Fig. 1: run 1, signal wires on met1
The bar under the picture is 50 um long. Supply wires on this layer in gray.
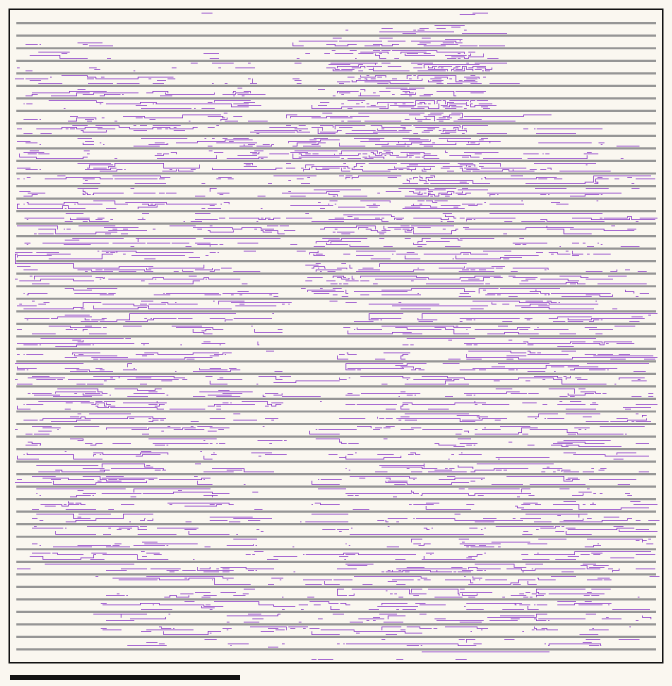
Fig. 2: run 1, met2 routing
Cells faint in the background.
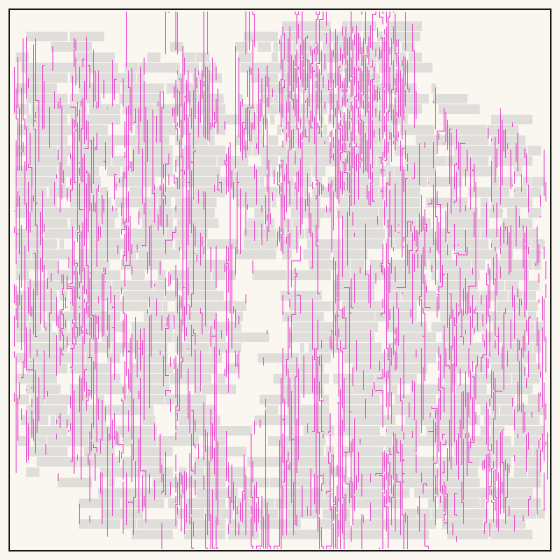
Fig. 3: run 1, the metal 3 layer
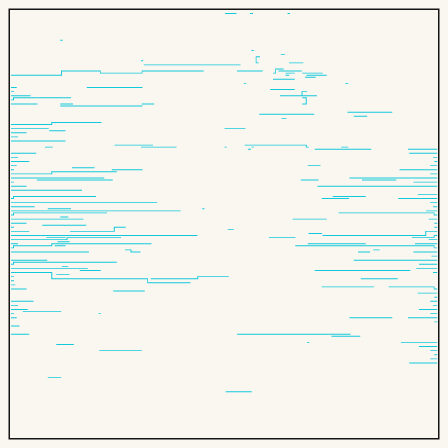
==> config.mk <==
export PLATFORM = sky130hd
export DESIGN_NAME = conv3d_operand_tx
export DESIGN_NICKNAME = d
export VERILOG_FILES = /design/src/rtl/conv_tx_pkg.sv /design/src/rtl/conv_tx_fifo.sv /design/src/rtl/conv3d_operand_tx.sv
export SDC_FILE = /design/constraint.sdc
export NUM_CORES = 1
export LEC_CHECK = 0
export CAP_MARGIN = 25
export CORE_UTILIZATION = 59
export DETAILED_ROUTE_END_ITERATION = 10
export PLACE_DENSITY = 0.94
export SLEW_MARGIN = 15
export SYNTH_ARGS = -nofsm -noshare
export SYNTH_HDL_FRONTEND = slang
export SYNTH_SLANG_ARGS = --single-unit
==> constraint.sdc <==
create_clock -name clk -period 4.2 [get_ports clk]
set_clock_uncertainty 0.05 [all_clocks]
set_input_delay 0.63 -clock clk [delete_from_list [all_inputs] [get_ports clk]]
set_output_delay 0.63 -clock clk [all_outputs]
set_load 0.01 [all_outputs]
==> src/rtl/conv_tx_pkg.sv <==
`default_nettype none
// ============================================================================
// Module      : conv_tx_pkg
// Description : Shared types, constants and helpers for the conv3d operand
//               transmitter (FSM state encoding, default data width, tile
//               size computation).
// Revision    : 1.0 - initial release
// ============================================================================
package conv_tx_pkg;

    // Transmitter job state
    typedef enum logic [1:0] {
        ST_IDLE = 2'd0,
        ST_RUN  = 2'd1,
        ST_DONE = 2'd2
    } tx_state_t;

    // Default activation/weight word width
    localparam int c_def_dw = 32;

    // Beats per group: one beat per kernel tap per input channel of the group
    function automatic int tile_beats(input int kd, input int kh,
                                      input int kw, input int cin_g);
        return kd * kh * kw * cin_g;
    endfunction

endpackage
`default_nettype wire

==> src/rtl/conv_tx_fifo.sv <==
`default_nettype none
// ============================================================================
// Module      : conv_tx_fifo
// Description : First-word-fallthrough FIFO for operand words. A word pushed
//               into an empty FIFO appears on head_data the following cycle.
//               head_data reads 0 while empty.
// Ports       : clk, rst        - clock, asynchronous active-high reset
//               push_valid/ready/data - ingress handshake (ready = !full)
//               pop             - consume head word (ignored when empty)
//               empty           - no word buffered
//               head_data       - current head word
// Revision    : 1.0 - initial release
// ============================================================================
module conv_tx_fifo
    import conv_tx_pkg::*;
#(
    parameter int DW    = c_def_dw,
    parameter int DEPTH = 4
) (
    input  logic          clk,
    input  logic          rst,
    input  logic          push_valid,
    output logic          push_ready,
    input  logic [DW-1:0] push_data,
    input  logic          pop,
    output logic          empty,
    output logic [DW-1:0] head_data
);

    localparam int c_aw = (DEPTH > 1) ? $clog2(DEPTH) : 1;
    localparam int c_cw = c_aw + 1;

    logic [DW-1:0]   r_mem [DEPTH];
    logic [c_aw-1:0] r_wr_ptr;
    logic [c_aw-1:0] r_rd_ptr;
    logic [c_cw-1:0] r_count;

    logic w_full;
    logic w_push;
    logic w_pop;

    assign w_full     = (r_count == c_cw'(DEPTH));
    assign empty      = (r_count == '0);
    assign push_ready = !w_full;
    assign w_push     = push_valid && !w_full;
    // Popping an empty FIFO is a no-op, so a word pushed this cycle into an
    // empty FIFO cannot be consumed before it is visible.
    assign w_pop      = pop && !empty;
    assign head_data  = empty ? '0 : r_mem[r_rd_ptr];

    // Storage carries no reset; only pointers and occupancy define validity.
    always_ff @(posedge clk) begin
        if (w_push) begin
            r_mem[r_wr_ptr] <= push_data;
        end
    end

    always_ff @(posedge clk or posedge rst) begin
        if (rst) begin
            r_wr_ptr <= '0;
            r_rd_ptr <= '0;
            r_count  <= '0;
        end else begin
            if (w_push) begin
                r_wr_ptr <= (r_wr_ptr == c_aw'(DEPTH - 1)) ? '0 : r_wr_ptr + c_aw'(1);
            end
            if (w_pop) begin
                r_rd_ptr <= (r_rd_ptr == c_aw'(DEPTH - 1)) ? '0 : r_rd_ptr + c_aw'(1);
            end
            case ({w_push, w_pop})
                2'b10:   r_count <= r_count + c_cw'(1);
                2'b01:   r_count <= r_count - c_cw'(1);
                default: r_count <= r_count;
            endcase
        end
    end

endmodule
`default_nettype wire

==> src/rtl/conv3d_operand_tx.sv <==
`default_nettype none
// ============================================================================
// Module      : conv3d_operand_tx
// Description : Streams paired activation/weight operands to a 3D-convolution
//               operator. A job is GROUPS tiles of KD*KH*KW*CIN_G beats; the
//               last beat of each tile is flagged and group_idx advances.
//               Operands are buffered in two FWFT FIFOs that accept words in
//               any state; beats are only issued while a job is running.
// Ports       : clk, rst                     - clock, async active-high reset
//               start / busy / done          - job control and status
//               act_valid/ready/data         - activation ingress
//               wgt_valid/ready/data         - weight ingress
//               valid_out / ready_in         - operator handshake
//               input_data / weight_data     - operand pair to the operator
//               last_out / group_idx         - tile end flag, current group
//               beat_count                   - beats in current/last job
//                                              (only with CONV_TX_STATS_EN)
// Options     : define CONV_TX_STATS_EN to add the beat_count statistics port
// Revision    : 1.0 - initial release
// ============================================================================
module conv3d_operand_tx
    import conv_tx_pkg::*;
#(
    parameter int DW         = c_def_dw,
    parameter int KD         = 3,
    parameter int KH         = 3,
    parameter int KW         = 3,
    parameter int CIN_G      = 2,
    parameter int GROUPS     = 4,
    parameter int FIFO_DEPTH = 4
) (
    input  logic          clk,
    input  logic          rst,
    input  logic          start,
    output logic          busy,
    output logic          done,
    input  logic          act_valid,
    output logic          act_ready,
    input  logic [DW-1:0] act_data,
    input  logic          wgt_valid,
    output logic          wgt_ready,
    input  logic [DW-1:0] wgt_data,
    output logic          valid_out,
    input  logic          ready_in,
    output logic [DW-1:0] input_data,
    output logic [DW-1:0] weight_data,
    output logic          last_out,
`ifdef CONV_TX_STATS_EN
    output logic [31:0]   beat_count,
`endif
    output logic [7:0]    group_idx
);

    localparam int c_tile = tile_beats(KD, KH, KW, CIN_G);
    localparam int c_bw   = (c_tile > 1) ? $clog2(c_tile) : 1;

    tx_state_t       r_state;
    logic [c_bw-1:0] r_beat;
    logic [7:0]      r_group;
    logic            r_busy;
    logic            r_done;
`ifdef CONV_TX_STATS_EN
    logic [31:0]     r_beat_count;
`endif

    logic w_act_empty;
    logic w_wgt_empty;
    logic w_fire;
    logic w_tile_end;

    conv_tx_fifo #(
        .DW    (DW),
        .DEPTH (FIFO_DEPTH)
    ) u_act_fifo (
        .clk        (clk),
        .rst        (rst),
        .push_valid (act_valid),
        .push_ready (act_ready),
        .push_data  (act_data),
        .pop        (w_fire),
        .empty      (w_act_empty),
        .head_data  (input_data)
    );

    conv_tx_fifo #(
        .DW    (DW),
        .DEPTH (FIFO_DEPTH)
    ) u_wgt_fifo (
        .clk        (clk),
        .rst        (rst),
        .push_valid (wgt_valid),
        .push_ready (wgt_ready),
        .push_data  (wgt_data),
        .pop        (w_fire),
        .empty      (w_wgt_empty),
        .head_data  (weight_data)
    );

    // A beat needs both operands; buffered words are held back outside RUN.
    assign valid_out  = (r_state == ST_RUN) && !w_act_empty && !w_wgt_empty;
    assign w_fire     = valid_out && ready_in;
    assign w_tile_end = (r_beat == c_bw'(c_tile - 1));
    assign last_out   = valid_out && w_tile_end;
    assign group_idx  = r_group;
    assign busy       = r_busy;
    assign done       = r_done;
`ifdef CONV_TX_STATS_EN
    assign beat_count = r_beat_count;
`endif

    always_ff @(posedge clk or posedge rst) begin
        if (rst) begin
            r_state      <= ST_IDLE;
            r_beat       <= '0;
            r_group      <= '0;
            r_busy       <= 1'b0;
            r_done       <= 1'b0;
`ifdef CONV_TX_STATS_EN
            r_beat_count <= '0;
`endif
        end else begin
            case (r_state)
                ST_IDLE: begin
                    r_done <= 1'b0;
                    if (start) begin
                        r_state      <= ST_RUN;
                        r_busy       <= 1'b1;
                        r_beat       <= '0;
                        r_group      <= '0;
`ifdef CONV_TX_STATS_EN
                        r_beat_count <= '0;
`endif
                    end
                end
                ST_RUN: begin
                    if (w_fire) begin
`ifdef CONV_TX_STATS_EN
                        r_beat_count <= r_beat_count + 32'd1;
`endif
                        if (w_tile_end) begin
                            r_beat  <= '0;
                            r_group <= r_group + 8'd1;
                            if (r_group == 8'(GROUPS - 1)) begin
                                r_state <= ST_DONE;
                                r_busy  <= 1'b0;
                                r_done  <= 1'b1;
                            end
                        end else begin
                            r_beat <= r_beat + c_bw'(1);
                        end
                    end
                end
                ST_DONE: begin
                    r_state <= ST_IDLE;
                    r_done  <= 1'b0;
                end
                default: begin
                    r_state <= ST_IDLE;
                    r_busy  <= 1'b0;
                    r_done  <= 1'b0;
                end
            endcase
        end
    end

endmodule
`default_nettype wire
==> results.cfg, run 1 <==
; synthesis and place-and-route metrics
[run_status]
run_status = finished clean

[synthesis]
synthDominantCellAreaShare_pct = 66.87
synth_cell_type_count = 41
synth.logic.top_family = multiplexers
synth.most_common_cell = edfxtp_1
yosys.area_share.xor_xnor_pct = 0.4571
synth.largest_area_cell = edfxtp_1
netlist_top_cells_area = edfxtp_1 67%, mux4_2 13%, dfrtp_1 7.0%, and2_1 3.5%, ha_1 1.6%
ys_area_sq_um = 11500
synthesis.yosys.warnings = 0
floorplan.nets = 692
adder_share_pct = 1.981
synth.cellmix.simpleShare_pct = 7.281
synth_async_sr_flop_share_pct = 11.11
synthCells = 605
ys_flop_type = edfxtp_1
synth-edff-count = 256
synth.avg_cell_area_sq_um = 19.00
and_or_or_and_share_of_the_synthesized_area_pct = 1.970
ys_sh_mux_pct = 12.91

[sta]
maxSlewHeadroom_pct = 41.29
achievable_clock_frequency_mhz = 278.8
setup_tns_ps = 0
finalHoldWorstSlack_ps = 464.4
finalWorstSetupSlack_ps = 612.6
finalSetupViolCount = 0
unrepaired_setup_endpoints_after_global_routing = no
timing_hold_violations_final = 0
final.period_utilization_pct = 85.41
timing_max_transition_violations_final = 0

[clocking]
postCtsHoldBufs = 0
cts_root_buffer = clkbuf_16
clk-insertion-delay-late_ps = 530
postCtsSetupRepairBufs = 0
clock_pin_slew_on_the_worst_setup_and_hold_paths_ps = 60
cts_tree = yes
cts-htree-levels = 1
cts_buffer_depth = 3
clock_sink_count = 288
number_of_buffers_inserted_during_clock_tree_synthesis = 29
ctsResizeCount = 0

[floorplanning]
die_y_um = 141.6
die.size.x_um = 141.6
die_area_sq_um = 20050
placement_rows = 50
design.core.area_sq_um = 18890
core_utilization_before_placement_pct = 60.85
top_level_ports = 148

[worst_setup_path]
critical_path_peak_fanout = 23
origin_of_the_critical_flop_to_flop_path = r_state[1]
cp_slowest_cell = dfrtp_2
cp.arrival_ps = 2910
critical-path-max-stage-delay_ps = 820
reg2reg_depth = 9
r2r_slack_ps = 1270
cp-end-kind = primary output
crit_buf_inv = 2
endpoint = weight_data[7]
worstReg2RegEnd = u_wgt_fifo.r_count[2]
start_kind = flop
path_depth = 4
timing.critical_path.from = u_wgt_fifo.r_rd_ptr[0]
crit_family = buffers and inverters
criticalPathCategory = reg -> out
crit_path_cell_trace = buf_4, mux4_2, and2_1, clkdlybuf4s50_1

[global_route]
antenna_violations_before_repair = 1
grt_max_degree = 36
grt_pass1_wl_um = 35400
global_route_hottest_layer = met2
first_global_vias = 6664
globalRouteTotalUtil_pct = 23.39

[placement]
dpl.hpwl_um = 14080
numPlacedInstances = 997
postPlaceCellArea_sq_um = 13290
place_ws_ps = 1098
place.port_buffers = 147

[final_layout]
area_growth_from_synthesis_to_layout_pct = 23.02
multi_input_comb_cells = 273
nNonClkBuffers = 159
layout-drive-gt1-share_pct = 15.84
largest_class = flip-flops and latches
area_share_nonclk_buffers_pct = 11.13
postLayoutCellArea_sq_um = 14140
most-common-layout-cells = 256 x edfxtp_1, 147 x clkdlybuf4s50_1, 64 x mux4_2, 64 x and2_1, 30 x dfrtp_1
layout.nets = 855
nFlopsAndLatches = 288
n_clock_buffer = 36
num-fill-cells = 1047
regArea_sq_um = 8491
combinational_fraction_of_the_cell_area_pct = 20.03
clock_area_share_pct = 6.051
final-comb-area_sq_um = 2833
inverters = 17
diodes = 0
most_common_library_cell_in_the_layout_ignoring_fill_and_taps = edfxtp_1
area.share.sequential_pct = 60.04

[pwr]
pwr-share-seq_pct = 40.9
comb-power_mw = 3.53
total_switching_power_mw = 2.917
power.total_mw = 9.938
power.ir.vdd_worst_mv = 0.4564
comb_power_share_pct = 35.6
pwr.group.clock_mw = 2.34
clock_share_of_power_pct = 23.5
p_leak_nw = 4.879
pg_seq_mw = 4.07
total_power_density_per_cell_area_nw_per_um2 = 702.7
cellInternalPower_mw = 7.021

[routing]
wl_met2_um = 11460
post_drt_wl_per_cell_um = 21.50
post-route-drc-count = 0
drt-pass1-iter-count = 5
top_layer_used = met5
met3RoutedLength_um = 1937
drtIter0Drc = 369
route.antenna.remaining_nets = 0
vias_per_cell = 5.815
wl_met1_um = 8725

[hold_path]
hold_path_class = reg -> reg
timing.hold.worst_path_depth = 2
hold_path_startpoint = done

[flow_run]
log.warning_count = 33
cap_violations = 0
Notes on Fig. 1 above:
- nets with wire on the layer: 776
- share of all routed wire: 39%
Post-Route WL: 22550 um
met1 GRT Util: 28.39%

Notes on Fig. 2 above:
- wire length on this layer: 11500 um
- nets with wire on the layer: 779
- share of all routed wire: 51%
- main direction: vertical
- longest straight run: 61.5 um
number of vias in the routed layout: 6100
grt met2 use: 40.68%

Notes on Fig. 3 above:
- longest straight run: 61.4 um
- share of all routed wire: 8.6%
fraction of met3 tracks used by global routing: 7.189%

--- run 2 (diff from run 1) ---
- CORE_UTILIZATION: 59 -> 47
- HOLD_SLACK_MARGIN: not set -> 0.08
- PLACE_DENSITY: 0.94 -> 0.8
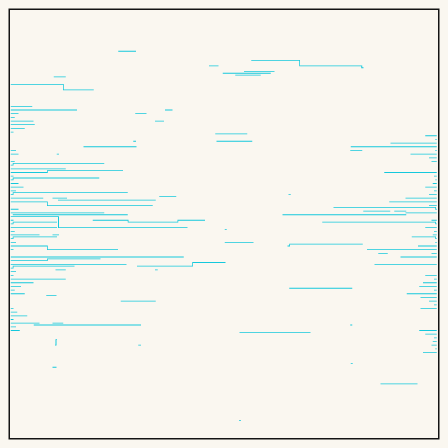
Fig. 4. The metal 3 layer (run 2).
- nets with wire on the layer: 122
- share of all routed wire: 8.0%
Post-Route WL: 21250 um
number of vias in the routed layout: 5891
fraction of met3 tracks used by global routing: 5.580%

==> run 2 against run 1 <==
Net effect: cell area rose by 1.7%; critical path depth stayed put; register-to-register slack better by 170 ps; largest cell class unchanged.
==> results.cfg, run 2 <==
; synthesis and place-and-route metrics
[clocking]
clock_pin_slew_on_the_worst_setup_and_hold_paths_ps = 60
cts_root_buffer = clkbuf_16
cts_tree = yes
postCtsHoldBufs = 0
clock_sink_count = 288
postCtsSetupRepairBufs = 0
cts_buffer_depth = 3

[sta]
setup_tns_ps = 0
timing_hold_violations_final = 0
unrepaired_setup_endpoints_after_global_routing = no
finalSetupViolCount = 0
finalWorstSetupSlack_ps = 761.4
final.period_utilization_pct = 81.87

[floorplanning]
core_utilization_before_placement_pct = 48.40
top_level_ports = 148
die_area_sq_um = 25090
die.size.x_um = 158.4

[synthesis]
ys_area_sq_um = 11500
and_or_or_and_share_of_the_synthesized_area_pct = 1.970
yosys.area_share.xor_xnor_pct = 0.4571
ys_sh_mux_pct = 12.91
synth.avg_cell_area_sq_um = 19.00
floorplan.nets = 692
synth.logic.top_family = multiplexers
synth.cellmix.simpleShare_pct = 7.281
synth.largest_area_cell = edfxtp_1
synthesis.yosys.warnings = 0

[pwr]
total_switching_power_mw = 2.844
cellInternalPower_mw = 7.281
clock_share_of_power_pct = 25.4
pwr.group.clock_mw = 2.57
total_power_density_per_cell_area_nw_per_um2 = 704.2
comb-power_mw = 3.52
p_leak_nw = 4.958

[worst_setup_path]
cp-end-kind = primary output
critical-path-max-stage-delay_ps = 790
worstReg2RegEnd = u_wgt_fifo.r_count[2]
cp_slowest_cell = dfrtp_2
crit_buf_inv = 2
cp.arrival_ps = 2760
crit_path_cell_trace = buf_12, mux4_2, and2_1, clkdlybuf4s50_1
critical_path_peak_fanout = 20
reg2reg_depth = 9
origin_of_the_critical_flop_to_flop_path = u_wgt_fifo.r_count[2]
r2r_slack_ps = 1440
start_kind = flop

[placement]
place_ws_ps = 1250
place.port_buffers = 147

[final_layout]
multi_input_comb_cells = 273
most_common_library_cell_in_the_layout_ignoring_fill_and_taps = edfxtp_1
most-common-layout-cells = 256 x edfxtp_1, 147 x clkdlybuf4s50_1, 64 x mux4_2, 64 x and2_1, 30 x dfrtp_1
largest_class = flip-flops and latches
layout-drive-gt1-share_pct = 15.99
layout.nets = 860
regArea_sq_um = 8491
combinational_fraction_of_the_cell_area_pct = 19.67
final-comb-area_sq_um = 2828
inverters = 17
area_growth_from_synthesis_to_layout_pct = 25.06
nNonClkBuffers = 164

[flow_run]
cap_violations = 0

[routing]
post-route-drc-count = 0
wl_met2_um = 10290
met3RoutedLength_um = 1702
wl_met1_um = 8805
top_layer_used = met4
vias_per_cell = 5.288
post_drt_wl_per_cell_um = 19.07

[run_status]
run_status = finished clean

[hold_path]
hold_path_class = in -> async

[global_route]
use_met2_pct = 30.35
first_global_vias = 6285
Power figures rest on the tool's default switching activity, not on a simulated workload.
